$ cat config.mk
export PLATFORM = sky130hd
export DESIGN_NAME = switch_4port_flat
export DESIGN_NICKNAME = d
export VERILOG_FILES = /design/src/rtl/switch_pkg.sv /design/src/rtl/port_if.sv /design/src/rtl/switch_rr_arbiter.sv /design/src/rtl/switch_4port.sv /design/src/flat_wrapper.sv
export SDC_FILE = /design/constraint.sdc
export NUM_CORES = 1
export LEC_CHECK = 0
export ABC_AREA = 1
export CORE_MARGIN = 1.5
export CORE_UTILIZATION = 55
export DETAILED_ROUTE_END_ITERATION = 8
export PLACE_DENSITY_LB_ADDON = 0.12
export SYNTH_ARGS = -nofsm -noshare
export SYNTH_HDL_FRONTEND = slang
export SYNTH_HIERARCHICAL = 1
export SYNTH_SLANG_ARGS = --single-unit
export TNS_END_PERCENT = 50
$ cat constraint.sdc
create_clock -name clk -period 4.5 [get_ports clk]
set_input_delay 0.675 -clock clk [delete_from_list [all_inputs] [get_ports clk]]
set_output_delay 0.675 -clock clk [all_outputs]
set_load 0.005 [all_outputs]
$ cat src/rtl/switch_pkg.sv
// Shared types and helpers for the four-port packet switch.
package switch_pkg;
  localparam int NUM_PORTS  = 4;
  localparam int PKT_DATA_W = 8;

  typedef logic [NUM_PORTS-1:0] port_mask_t;

  typedef struct packed {
    port_mask_t            source;
    port_mask_t            target;
    port_mask_t            mask;
    logic [PKT_DATA_W-1:0] data;
  } pkt_t;

  function automatic port_mask_t onehot_of(input int idx);
    return port_mask_t'(4'b0001 << idx);
  endfunction
endpackage

$ cat src/rtl/port_if.sv
// Per-port bundle: ingress fields driven by the endpoint, egress fields driven by the switch.
interface port_if #(
  parameter int DATA_W = 8
) (
  input logic clk,
  input logic rst_n
);
  import switch_pkg::*;

  logic              valid_in;
  port_mask_t        source_in;
  port_mask_t        target_in;
  logic [DATA_W-1:0] data_in;
  logic              valid_out;
  port_mask_t        source_out;
  port_mask_t        target_out;
  logic [DATA_W-1:0] data_out;

  modport sw (
    input  clk, rst_n, valid_in, source_in, target_in, data_in,
    output valid_out, source_out, target_out, data_out
  );
endinterface

$ cat src/rtl/switch_rr_arbiter.sv
// Four-request round-robin arbiter; pointer moves to one past the granted request.
module switch_rr_arbiter
  import switch_pkg::*;
(
  input  logic       clk,
  input  logic       rst_n,
  input  port_mask_t req_i,
  output port_mask_t gnt_o
);
  logic [1:0] ptr_q, ptr_d, idx;

  // Scan from the highest offset down so the nearest request at or after ptr wins.
  always_comb begin
    gnt_o = '0;
    ptr_d = ptr_q;
    idx   = '0;
    for (int off = NUM_PORTS - 1; off >= 0; off--) begin
      idx = ptr_q + 2'(off);
      if (req_i[idx]) begin
        gnt_o = onehot_of(int'(idx));
        ptr_d = idx + 2'd1;
      end
    end
  end

  always_ff @(posedge clk or negedge rst_n) begin
    if (!rst_n) ptr_q <= '0;
    else        ptr_q <= ptr_d;
  end
endmodule

$ cat src/rtl/switch_4port.sv
// Four-port packet switch: per-ingress FIFOs, per-output round-robin arbiters, grant and output
// register stages. Define SWITCH_LOOPBACK_EN to let a packet be delivered back to its sender.
module switch_4port
  import switch_pkg::*;
#(
  parameter int DATA_W     = 8,
  parameter int FIFO_DEPTH = 4
) (
  input logic clk,
  input logic rst_n,
  port_if.sw  port0,
  port_if.sw  port1,
  port_if.sw  port2,
  port_if.sw  port3
);
  localparam int AW = $clog2(FIFO_DEPTH);

  typedef struct packed {
    port_mask_t        source;
    port_mask_t        target;
    port_mask_t        mask;
    logic [DATA_W-1:0] data;
  } entry_t;

  logic [NUM_PORTS-1:0] vin, push, pop, hvld;
  port_mask_t           src_in [NUM_PORTS];
  port_mask_t           tgt_in [NUM_PORTS];
  logic [DATA_W-1:0]    dat_in [NUM_PORTS];

  assign vin       = {port3.valid_in, port2.valid_in, port1.valid_in, port0.valid_in};
  assign src_in[0] = port0.source_in;
  assign src_in[1] = port1.source_in;
  assign src_in[2] = port2.source_in;
  assign src_in[3] = port3.source_in;
  assign tgt_in[0] = port0.target_in;
  assign tgt_in[1] = port1.target_in;
  assign tgt_in[2] = port2.target_in;
  assign tgt_in[3] = port3.target_in;
  assign dat_in[0] = port0.data_in;
  assign dat_in[1] = port1.data_in;
  assign dat_in[2] = port2.data_in;
  assign dat_in[3] = port3.data_in;

  entry_t        mem_q    [NUM_PORTS][FIFO_DEPTH];
  logic [AW-1:0] rd_ptr_q [NUM_PORTS];
  logic [AW-1:0] wr_ptr_q [NUM_PORTS];
  logic [AW:0]   cnt_q    [NUM_PORTS];
  logic [AW:0]   cnt_d    [NUM_PORTS];
  entry_t        head     [NUM_PORTS];
  port_mask_t    eff_mask [NUM_PORTS];
  port_mask_t    taken    [NUM_PORTS];
  port_mask_t    rem_mask [NUM_PORTS];
  port_mask_t    req      [NUM_PORTS];
  port_mask_t    gnt      [NUM_PORTS];

  // Ingress: the head's stored mask doubles as its pending-delivery mask.
  always_comb begin
    for (int i = 0; i < NUM_PORTS; i++) begin
`ifdef SWITCH_LOOPBACK_EN
      eff_mask[i] = tgt_in[i];
`else
      eff_mask[i] = tgt_in[i] & ~onehot_of(i);
`endif
      push[i] = vin[i] && (eff_mask[i] != '0) && (cnt_q[i] != (AW+1)'(FIFO_DEPTH));
      hvld[i] = (cnt_q[i] != '0);
      head[i] = mem_q[i][rd_ptr_q[i]];
    end
  end

  always_comb begin
    for (int o = 0; o < NUM_PORTS; o++) begin
      req[o] = '0;
      for (int i = 0; i < NUM_PORTS; i++) req[o][i] = hvld[i] & head[i].mask[o];
    end
  end

  for (genvar o = 0; o < NUM_PORTS; o++) begin : g_arb
    switch_rr_arbiter u_arb (
      .clk   (clk),
      .rst_n (rst_n),
      .req_i (req[o]),
      .gnt_o (gnt[o])
    );
  end

  // Full-FIFO check uses the current count, so a same-cycle pop never makes room for a write.
  always_comb begin
    for (int i = 0; i < NUM_PORTS; i++) begin
      taken[i] = '0;
      for (int o = 0; o < NUM_PORTS; o++) taken[i][o] = gnt[o][i];
      rem_mask[i] = head[i].mask & ~taken[i];
      pop[i]      = hvld[i] && (taken[i] != '0) && (rem_mask[i] == '0);
      cnt_d[i]    = cnt_q[i] + (AW+1)'(push[i]) - (AW+1)'(pop[i]);
    end
  end

  port_mask_t        gnt_src_d [NUM_PORTS];
  port_mask_t        gnt_tgt_d [NUM_PORTS];
  logic [DATA_W-1:0] gnt_dat_d [NUM_PORTS];

  always_comb begin
    for (int o = 0; o < NUM_PORTS; o++) begin
      gnt_src_d[o] = '0;
      gnt_tgt_d[o] = '0;
      gnt_dat_d[o] = '0;
      for (int i = 0; i < NUM_PORTS; i++) begin
        if (gnt[o][i]) begin
          gnt_src_d[o] = head[i].source;
          gnt_tgt_d[o] = head[i].target;
          gnt_dat_d[o] = head[i].data;
        end
      end
    end
  end

  logic [NUM_PORTS-1:0] gnt_vld_q, out_vld_q;
  port_mask_t           gnt_src_q [NUM_PORTS];
  port_mask_t           gnt_tgt_q [NUM_PORTS];
  logic [DATA_W-1:0]    gnt_dat_q [NUM_PORTS];
  port_mask_t           out_src_q [NUM_PORTS];
  port_mask_t           out_tgt_q [NUM_PORTS];
  logic [DATA_W-1:0]    out_dat_q [NUM_PORTS];

  always_ff @(posedge clk or negedge rst_n) begin
    if (!rst_n) begin
      gnt_vld_q <= '0;
      out_vld_q <= '0;
      for (int i = 0; i < NUM_PORTS; i++) begin
        rd_ptr_q[i]  <= '0;
        wr_ptr_q[i]  <= '0;
        cnt_q[i]     <= '0;
        out_src_q[i] <= '0;
        out_tgt_q[i] <= '0;
        out_dat_q[i] <= '0;
      end
    end else begin
      for (int i = 0; i < NUM_PORTS; i++) begin
        if (push[i]) wr_ptr_q[i] <= wr_ptr_q[i] + AW'(1);
        if (pop[i])  rd_ptr_q[i] <= rd_ptr_q[i] + AW'(1);
        cnt_q[i] <= cnt_d[i];
      end
      // Grant stage feeds the output register one cycle later.
      for (int o = 0; o < NUM_PORTS; o++) begin
        gnt_vld_q[o] <= (gnt[o] != '0);
        out_vld_q[o] <= gnt_vld_q[o];
        if (gnt_vld_q[o]) begin
          out_src_q[o] <= gnt_src_q[o];
          out_tgt_q[o] <= gnt_tgt_q[o];
          out_dat_q[o] <= gnt_dat_q[o];
        end
      end
    end
  end

  always_ff @(posedge clk) begin
    for (int i = 0; i < NUM_PORTS; i++) begin
      if (push[i]) mem_q[i][wr_ptr_q[i]] <= '{source: src_in[i], target: tgt_in[i],
                                             mask: eff_mask[i], data: dat_in[i]};
      if (hvld[i] && (taken[i] != '0) && !pop[i]) mem_q[i][rd_ptr_q[i]].mask <= rem_mask[i];
    end
    for (int o = 0; o < NUM_PORTS; o++) begin
      if (gnt[o] != '0) begin
        gnt_src_q[o] <= gnt_src_d[o];
        gnt_tgt_q[o] <= gnt_tgt_d[o];
        gnt_dat_q[o] <= gnt_dat_d[o];
      end
    end
  end

  assign port0.valid_out  = out_vld_q[0];
  assign port0.source_out = out_src_q[0];
  assign port0.target_out = out_tgt_q[0];
  assign port0.data_out   = out_dat_q[0];
  assign port1.valid_out  = out_vld_q[1];
  assign port1.source_out = out_src_q[1];
  assign port1.target_out = out_tgt_q[1];
  assign port1.data_out   = out_dat_q[1];
  assign port2.valid_out  = out_vld_q[2];
  assign port2.source_out = out_src_q[2];
  assign port2.target_out = out_tgt_q[2];
  assign port2.data_out   = out_dat_q[2];
  assign port3.valid_out  = out_vld_q[3];
  assign port3.source_out = out_src_q[3];
  assign port3.target_out = out_tgt_q[3];
  assign port3.data_out   = out_dat_q[3];
endmodule

$ cat src/flat_wrapper.sv
// flat-port wrapper written by rule: the top's interface ports become plain ports
module switch_4port_flat import switch_pkg::*;
#(
  parameter int DATA_W     = 8,
  parameter int FIFO_DEPTH = 4
)
  (clk, rst_n, port0_valid_in, port0_source_in, port0_target_in, port0_data_in, port0_valid_out, port0_source_out, port0_target_out, port0_data_out, port1_valid_in, port1_source_in, port1_target_in, port1_data_in, port1_valid_out, port1_source_out, port1_target_out, port1_data_out, port2_valid_in, port2_source_in, port2_target_in, port2_data_in, port2_valid_out, port2_source_out, port2_target_out, port2_data_out, port3_valid_in, port3_source_in, port3_target_in, port3_data_in, port3_valid_out, port3_source_out, port3_target_out, port3_data_out);
  port_if #(.DATA_W(DATA_W)) port0_i (.clk(clk), .rst_n(rst_n));
  port_if #(.DATA_W(DATA_W)) port1_i (.clk(clk), .rst_n(rst_n));
  port_if #(.DATA_W(DATA_W)) port2_i (.clk(clk), .rst_n(rst_n));
  port_if #(.DATA_W(DATA_W)) port3_i (.clk(clk), .rst_n(rst_n));
  input logic clk;
  input logic rst_n;
  input wire logic [$bits(port0_i.valid_in)-1:0] port0_valid_in;
  input wire logic [$bits(port0_i.source_in)-1:0] port0_source_in;
  input wire logic [$bits(port0_i.target_in)-1:0] port0_target_in;
  input wire logic [$bits(port0_i.data_in)-1:0] port0_data_in;
  output wire logic [$bits(port0_i.valid_out)-1:0] port0_valid_out;
  output wire logic [$bits(port0_i.source_out)-1:0] port0_source_out;
  output wire logic [$bits(port0_i.target_out)-1:0] port0_target_out;
  output wire logic [$bits(port0_i.data_out)-1:0] port0_data_out;
  input wire logic [$bits(port1_i.valid_in)-1:0] port1_valid_in;
  input wire logic [$bits(port1_i.source_in)-1:0] port1_source_in;
  input wire logic [$bits(port1_i.target_in)-1:0] port1_target_in;
  input wire logic [$bits(port1_i.data_in)-1:0] port1_data_in;
  output wire logic [$bits(port1_i.valid_out)-1:0] port1_valid_out;
  output wire logic [$bits(port1_i.source_out)-1:0] port1_source_out;
  output wire logic [$bits(port1_i.target_out)-1:0] port1_target_out;
  output wire logic [$bits(port1_i.data_out)-1:0] port1_data_out;
  input wire logic [$bits(port2_i.valid_in)-1:0] port2_valid_in;
  input wire logic [$bits(port2_i.source_in)-1:0] port2_source_in;
  input wire logic [$bits(port2_i.target_in)-1:0] port2_target_in;
  input wire logic [$bits(port2_i.data_in)-1:0] port2_data_in;
  output wire logic [$bits(port2_i.valid_out)-1:0] port2_valid_out;
  output wire logic [$bits(port2_i.source_out)-1:0] port2_source_out;
  output wire logic [$bits(port2_i.target_out)-1:0] port2_target_out;
  output wire logic [$bits(port2_i.data_out)-1:0] port2_data_out;
  input wire logic [$bits(port3_i.valid_in)-1:0] port3_valid_in;
  input wire logic [$bits(port3_i.source_in)-1:0] port3_source_in;
  input wire logic [$bits(port3_i.target_in)-1:0] port3_target_in;
  input wire logic [$bits(port3_i.data_in)-1:0] port3_data_in;
  output wire logic [$bits(port3_i.valid_out)-1:0] port3_valid_out;
  output wire logic [$bits(port3_i.source_out)-1:0] port3_source_out;
  output wire logic [$bits(port3_i.target_out)-1:0] port3_target_out;
  output wire logic [$bits(port3_i.data_out)-1:0] port3_data_out;
  assign port0_i.valid_in = port0_valid_in;
  assign port0_i.source_in = port0_source_in;
  assign port0_i.target_in = port0_target_in;
  assign port0_i.data_in = port0_data_in;
  assign port0_valid_out = port0_i.valid_out;
  assign port0_source_out = port0_i.source_out;
  assign port0_target_out = port0_i.target_out;
  assign port0_data_out = port0_i.data_out;
  assign port1_i.valid_in = port1_valid_in;
  assign port1_i.source_in = port1_source_in;
  assign port1_i.target_in = port1_target_in;
  assign port1_i.data_in = port1_data_in;
  assign port1_valid_out = port1_i.valid_out;
  assign port1_source_out = port1_i.source_out;
  assign port1_target_out = port1_i.target_out;
  assign port1_data_out = port1_i.data_out;
  assign port2_i.valid_in = port2_valid_in;
  assign port2_i.source_in = port2_source_in;
  assign port2_i.target_in = port2_target_in;
  assign port2_i.data_in = port2_data_in;
  assign port2_valid_out = port2_i.valid_out;
  assign port2_source_out = port2_i.source_out;
  assign port2_target_out = port2_i.target_out;
  assign port2_data_out = port2_i.data_out;
  assign port3_i.valid_in = port3_valid_in;
  assign port3_i.source_in = port3_source_in;
  assign port3_i.target_in = port3_target_in;
  assign port3_i.data_in = port3_data_in;
  assign port3_valid_out = port3_i.valid_out;
  assign port3_source_out = port3_i.source_out;
  assign port3_target_out = port3_i.target_out;
  assign port3_data_out = port3_i.data_out;
  switch_4port #(.DATA_W(DATA_W), .FIFO_DEPTH(FIFO_DEPTH)) u_core (.clk(clk), .rst_n(rst_n), .port0(port0_i), .port1(port1_i), .port2(port2_i), .port3(port3_i));
endmodule
Fig. 1: run 1, I/O pins on the die edge
Pins as bars across the die edge, other pins in grey.
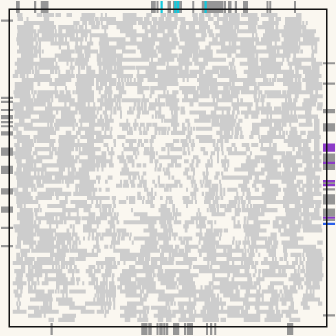
| port | colour | pins | direction | edge |
|---|---|---|---|---|
| `port1_data_out` | purple | 8 | output | right |
| `port2_source_out` | cyan | 4 | output | top |
| `port1_valid_out` | blue | 1 | output | right |
all pins by edge: 47 top, 37 right, 28 bottom, 26 left

Fig. 2: run 1, track usage over the die
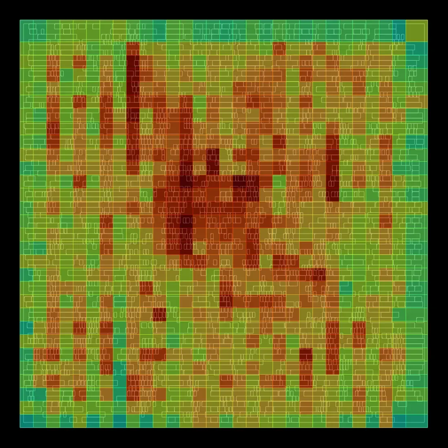
final core utilization: 64.9%
Most Used Layer, Global Route: met2
met2 usage: 45.8%
met1 usage: 40.5%
wire length per cell: 20.2 µm

==> run notes, run 1 <==
Flow results are below.

- The run finished with clean final reports.
- Based on the critical path, the design can be clocked at up to 0.239 GHz.
- The detailed placer reported the number of placed instances as 3072.
- The headroom to the max-slew limit is 17.6%, for reference.
- The area taken by flip-flops and latches is 14200 µm², for reference.
- The clock tree has to reach 492 sinks.
- The post-synthesis share of cell area spent on and-or and or-and gates is 6.22%, for reference.
- The pre-CTS setup check shows a worst slack of 317 ps.
- The OpenROAD report gives the critical path a required time of 4970 ps.
- The wire length of the first global-routing pass is 97900 µm, for reference.
- Leaving out fill and tap cells, the most frequent cells in the layout are sky130_fd_sc_hd__nand2_1, sky130_fd_sc_hd__edfxtp_1, sky130_fd_sc_hd__nand3_1.
- For reference, the critical path is launched at u_core/rd_ptr_q[0].
- The number of warning messages in the logs is 78, for reference.
- The number of non-clock buffers in the layout is 215, for reference.
- Measured along the y axis, the die boundary spans 211 µm.
- Among the non-sequential cells, simple AND/OR/NAND/NOR gates take the most area.
- Along the critical path, the tally of buffer and inverter instances is 9.
- On the final layout, the worst clock skew is 22.7 ps.
- Summing every instance area after synthesis gives 23900 µm².
- TritonCTS built the clock tree.
- The kind of critical path is flip-flop to flip-flop, for reference.
- The total track usage is 29.0%, for reference.
- The worst register-to-register path begins at u_core/rd_ptr_q[0].
- No sink is reached through more buffers than the 3 on the longest clock path.
- The detailed router finished its first iteration with 1816 violations.
- In the synthesized netlist the async set-or-reset flop fraction comes to 22.0%.
- The most numerous cell on the critical path is sky130_fd_sc_hd__inv_1, for reference.
- The slew of the pin with the lowest slew margin is 1240 ps, for reference.
- The core box area is 43000 µm², for reference.
- The worst path in the final design needs a cycle of 4190 ps, including I/O delays and setup.
- The xor/xnor cell area share of the yosys netlist is 0.440%, for reference.
- The number of iterations in the first detailed-routing pass is 6, for reference.
- The number of I/O port buffers is 137, for reference.
- Leaving out buffers and inverters, the combinational logic in the layout accounts for 8440 µm².
- The fraction of area in non-clock buffers is 7.02%, for reference.
- The count of cell types in the netlist is 34, for reference.
- STA classifies the critical path endpoint as a flip-flop.
- 138 I/O pins were placed.
- The total routed wirelength is 64000 µm, for reference.
- The capturing point of the worst reg2reg path is u_core/cnt_q[11], for reference.
- Of the total synthesized cell area, the portion taken by AND, OR, NAND and NOR gates is 21.5%.
- The clock latency on the worst-skew pair is 600 ps, for reference.
- The layout overhead on the synthesized area is 16.8%, for reference.
- The depth of the most critical reg-to-reg path is 27, for reference.
- The count of unresolved DRC violations after routing is 0, for reference.
- The number of filler instances in the final layout is 3434, for reference.
- The most critical min-delay path falls under primary input to async pin.
- In this run the maximum-capacitance check reported violations numbering 0.
- The standard cell with the maximum stage delay on the critical path is sky130_fd_sc_hd__dfrtp_2, for reference.
- Per the post-route antenna check, the number of violating nets is 0.
- The leading cell type by number of instances after synthesis is sky130_fd_sc_hd__nand2_1, for reference.
- Yosys stat counts 2370 cells in the synthesized netlist.
- Before placement the cells fill 55.6% of the core.
- Counting only logic cells after layout, the most numerous master is sky130_fd_sc_hd__nand2_1.
- The initial antenna violation count is 0, for reference.
- The final instance count without filler cells is 3166, for reference.
- After synthesis, the cell types taking the most area are sky130_fd_sc_hd__edfxtp_1, sky130_fd_sc_hd__nand2_1, sky130_fd_sc_hd__dfrtp_1, sky130_fd_sc_hd__nand3_1, sky130_fd_sc_hd__ha_1.
Fig. 3: run 1, M3 wires
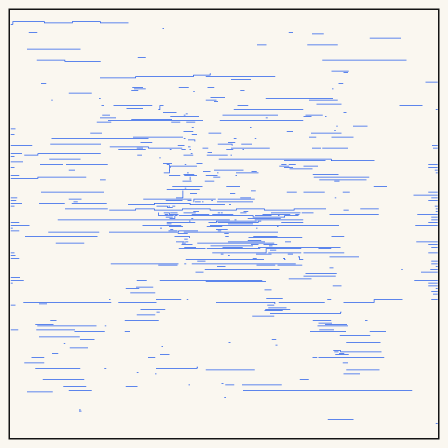
share of all routed wire: 6.9%
main direction: horizontal
longest straight run: 84.6 µm

==> run 1: per-layer routing <==
metal	global-route usage (%)	share of wire [%]	routed length [µm]
met5	0	0	0
met4	11.5	3.6	2280
met3	4.57	6.9	4400
met2	45.8	46	29700
met1	40.5	43	27600
==> run 1: registers in the layout, summed over array words and instances, names as in the netlist, 8 cells and up <==
signal                    count
u_core/cnt_q                 12
u_core/rd_ptr_q               8
u_core/port2.data_out         8
u_core/wr_ptr_q               8
u_core/gnt_dat_q             32
u_core/gnt_tgt_q             16
u_core/port0.data_out         8
u_core/g_arb.u_arb/ptr_q      8
u_core/port1.data_out         8
u_core/gnt_src_q             16
u_core/port3.data_out         8
u_core/mem_q                320
==> run 1: repair_timing <==
item,in CTS,in global routing
setup endpoints to repair,0,4
gates resized,0,2
setup buffers,0,0
hold buffers,0,0
Fig. 4: run 1, register map, names as in the netlist
Other sequential cells in the stronger grey, the rest of the logic in the fainter grey.
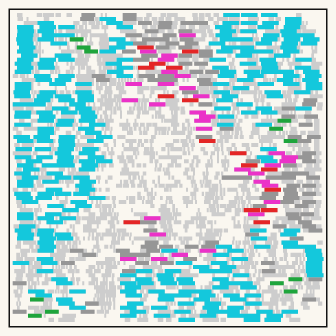

==> run 1 -> run 2 <==
--- a/config.mk
+++ b/config.mk
@@ -6,6 +6,7 @@
 export NUM_CORES = 1
 export LEC_CHECK = 0
 export ABC_AREA = 1
+export CAP_MARGIN = 20
 export CORE_MARGIN = 1.5
 export CORE_UTILIZATION = 55
 export DETAILED_ROUTE_END_ITERATION = 8
Fig. 5: run 2, register map, names as in the netlist
Other sequential cells in the stronger grey, the rest of the logic in the fainter grey.
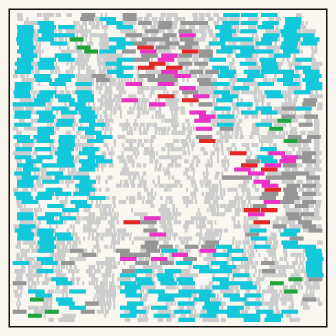
| name in the netlist | colour | sequential cells |
|---|---|---|
| `u_core/gnt_dat_q` | magenta | 32 |
| `u_core/gnt_src_q` | red | 16 |
| `u_core/mem_q` | cyan | 320 |
| `u_core/cnt_q` | green | 12 |
not coloured: 112

Fig. 6: run 2, routed metal, one colour a layer
Only two layers are drawn.
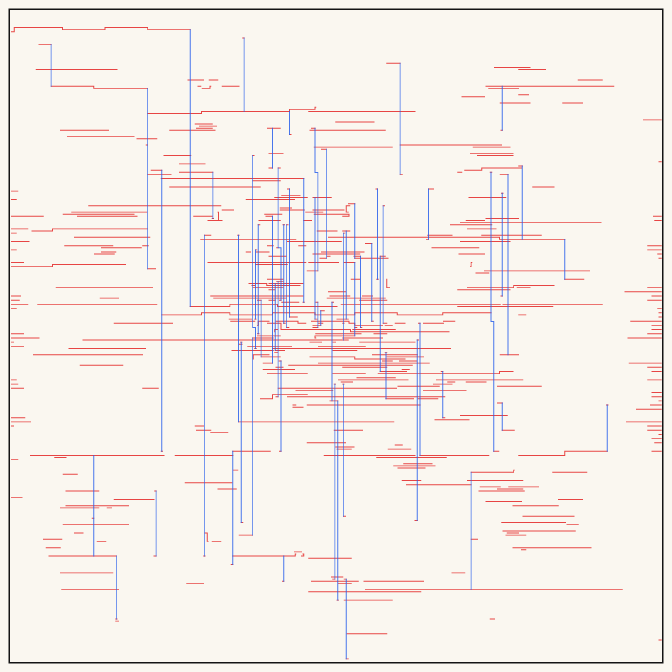
| layer | colour | wire length |
|---|---|---|
| met3 | red | 4520 µm |
| met4 | blue | 2290 µm |

==> run 2 against run 1 <==
Effect of this change: sequential share of layout area about the same; register-to-register slack about the same; global-route usage unchanged; hold slack got worse by 2.1 ps; sequential cell count unchanged; setup slack improved by 8.4 ps; core utilization increased by 0.058 points; synthesized area unchanged; largest cell class unchanged.
==> run notes, run 2 <==
Flow results are below.

- The net count reported at finish is 2687 (was 2685).
- The slew of the pin with the lowest slew margin came to 1210 ps (was 1240 ps).
- The final instance count without filler cells was 3169 (was 3166).
- The count of nets left with antenna violations after detail routing is 0 (unchanged), for reference.
- The weighted congestion reported at the end of routability-driven placement is 0.980 (unchanged), for reference.
- The initial core utilization is 55.6% (unchanged), for reference.
- The capturing point of the worst reg2reg path is u_core/cnt_q[8] (was u_core/cnt_q[11]), for reference.
- The placed cell count is 3072 (unchanged), for reference.
- The final cell utilization of the core is 65.0% (was 64.9%), for reference.
- The CTS tree was built (unchanged).
- The post-synthesis share of cell area spent on and, or, nand and nor gates was 21.5% (unchanged).
- The number of standard cells reported by yosys is 2370 (unchanged), for reference.
- The post-synthesis instance area is 23900 µm² (unchanged), for reference.
- The depth of the most critical reg-to-reg path is 26 (was 27), for reference.
- The post-synthesis async set-or-reset flop share came to 22.0% (unchanged).
- The synthesis-stage register bit count is 492 (unchanged), for reference.
- The HPWL after detailed placement is 45500 µm (unchanged), for reference.
- The top achievable clock speed is 0.239 GHz (about the same), for reference.
- The overall die width is 211 µm (unchanged).
- The total routed wirelength came to 64100 µm (was 64000 µm).
- The count of buffering cells on the critical path with inverters included is 7 (was 9), for reference.
- The number of buffers added for setup after CTS is 0 (unchanged), for reference.
- The xor/xnor cell area share of the yosys netlist was 0.440% (unchanged).
- The main flop type after synthesis is sky130_fd_sc_hd__edfxtp_1 (unchanged).
- Status: finished clean (unchanged).
- The count of unresolved DRC violations after routing is 0 (unchanged), for reference.
- The number of iterations in the first detailed-routing pass is 6 (unchanged), for reference.
- The post-synthesis share of cell area spent on and-or and or-and gates came to 6.22% (unchanged).
- The headroom to the max-slew limit came to 19.0% (was 17.6%).
- The clock latency on the worst-skew pair came to 600 ps (about the same).
- Most frequently placed logic cells in the final layout: sky130_fd_sc_hd__nand2_1, sky130_fd_sc_hd__edfxtp_1, sky130_fd_sc_hd__nand3_1 (unchanged).
- The required time of the critical path is 4960 ps (was 4970 ps), for reference.
- The maximum clock path buffer count was 3 (unchanged).
- The flip-flop count of the largest register after layout came to 320 (unchanged).
- The number of top-level design ports is 138 (unchanged), for reference.
- The wire length of the first global-routing pass came to 97900 µm (unchanged).
- The layout overhead on the synthesized area is 16.9% (was 16.8%).
- The minimum setup slack after placement was 317 ps (unchanged).
- The number of sinks on the clock net is 492 (unchanged), for reference.
- The post-cts hold-fix buffer tally was 0 (unchanged).
- The number of max-slew violations in the final report is 0 (unchanged).
- The leading cell type by number of instances after synthesis is sky130_fd_sc_hd__nand2_1 (unchanged), for reference.
- The kind of critical path is flip-flop to flip-flop (unchanged), for reference.
- The count of cell types in the netlist is 34 (unchanged), for reference.
- The cell family with the largest share of critical-path delay is simple AND/OR/NAND/NOR gates (unchanged), for reference.
- The total track usage was 29.0% (unchanged).
- The routed length per instance is 20.2 µm (about the same).
- The number of warning messages in the logs is 78 (unchanged), for reference.
- The core box area is 43000 µm² (unchanged), for reference.
- The number of I/O port buffers is 137 (unchanged).
- The kind of end point of the critical path is a flip-flop (unchanged), for reference.
- The path type of the worst min-delay path was primary input to async pin (unchanged).
- The initial antenna violation count is 0 (unchanged), for reference.
- The number of design-rule violations left by the first detailed-router iteration came to 1837 (was 1816).
- The post-route minimum period is 4180 ps (was 4190 ps), for reference.
- The setup skew after layout came to 21.8 ps (was 22.7 ps).
- The launching point of the worst reg2reg path is u_core/rd_ptr_q[4] (was u_core/rd_ptr_q[0]), for reference.
- The highest-count logic cell in the final layout is sky130_fd_sc_hd__nand2_1 (unchanged), for reference.
Fig. 7: run 2, I/O pins on the die edge
Pins as bars across the die edge, other pins in grey.
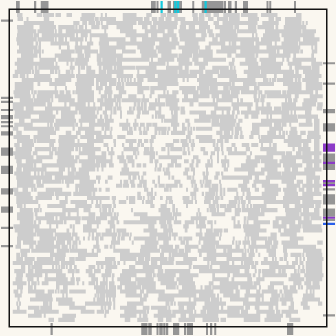
| port | colour | pins | direction | edge |
|---|---|---|---|---|
| `port1_data_out` | purple | 8 | output | right |
| `port1_valid_out` | blue | 1 | output | right |
| `port2_source_out` | cyan | 4 | output | top |
all pins by edge: 47 top, 37 right, 28 bottom, 26 left

## run 2: cell counts after synthesis
No cell type changed its count.
## run 2: logic make-up after synthesis
kind of cell               Yosys count
and+or+nand+nor                   1187
buffers and inverters              280
muxes                               64
xor gates and xnor gates            12
AOI/OAI and AO/OA                  259
adders and majority gates           76
DFF                                492
## run 2: layout make-up
type	count	area (µm²)	share of cell area [%]
clock inverters	29	415	1.49
flip-flops and latches	492	14200	51.0
repair buffers	217	1980	7.09
diodes	1	2.50	0.00896
well taps	585	732	2.62
clock buffers	65	1430	5.13
multi-input cells	1598	8440	30.2
inverters	182	683	2.45
## run 2: per-layer routing
metal	vias up	GRT usage [%]	share of wire, %
met5	-	0	0
met4	0	11.5	3.6
met3	151	4.57	7.0
met2	754	45.8	46
met1	8653	40.5	43
li1	8452	-	-
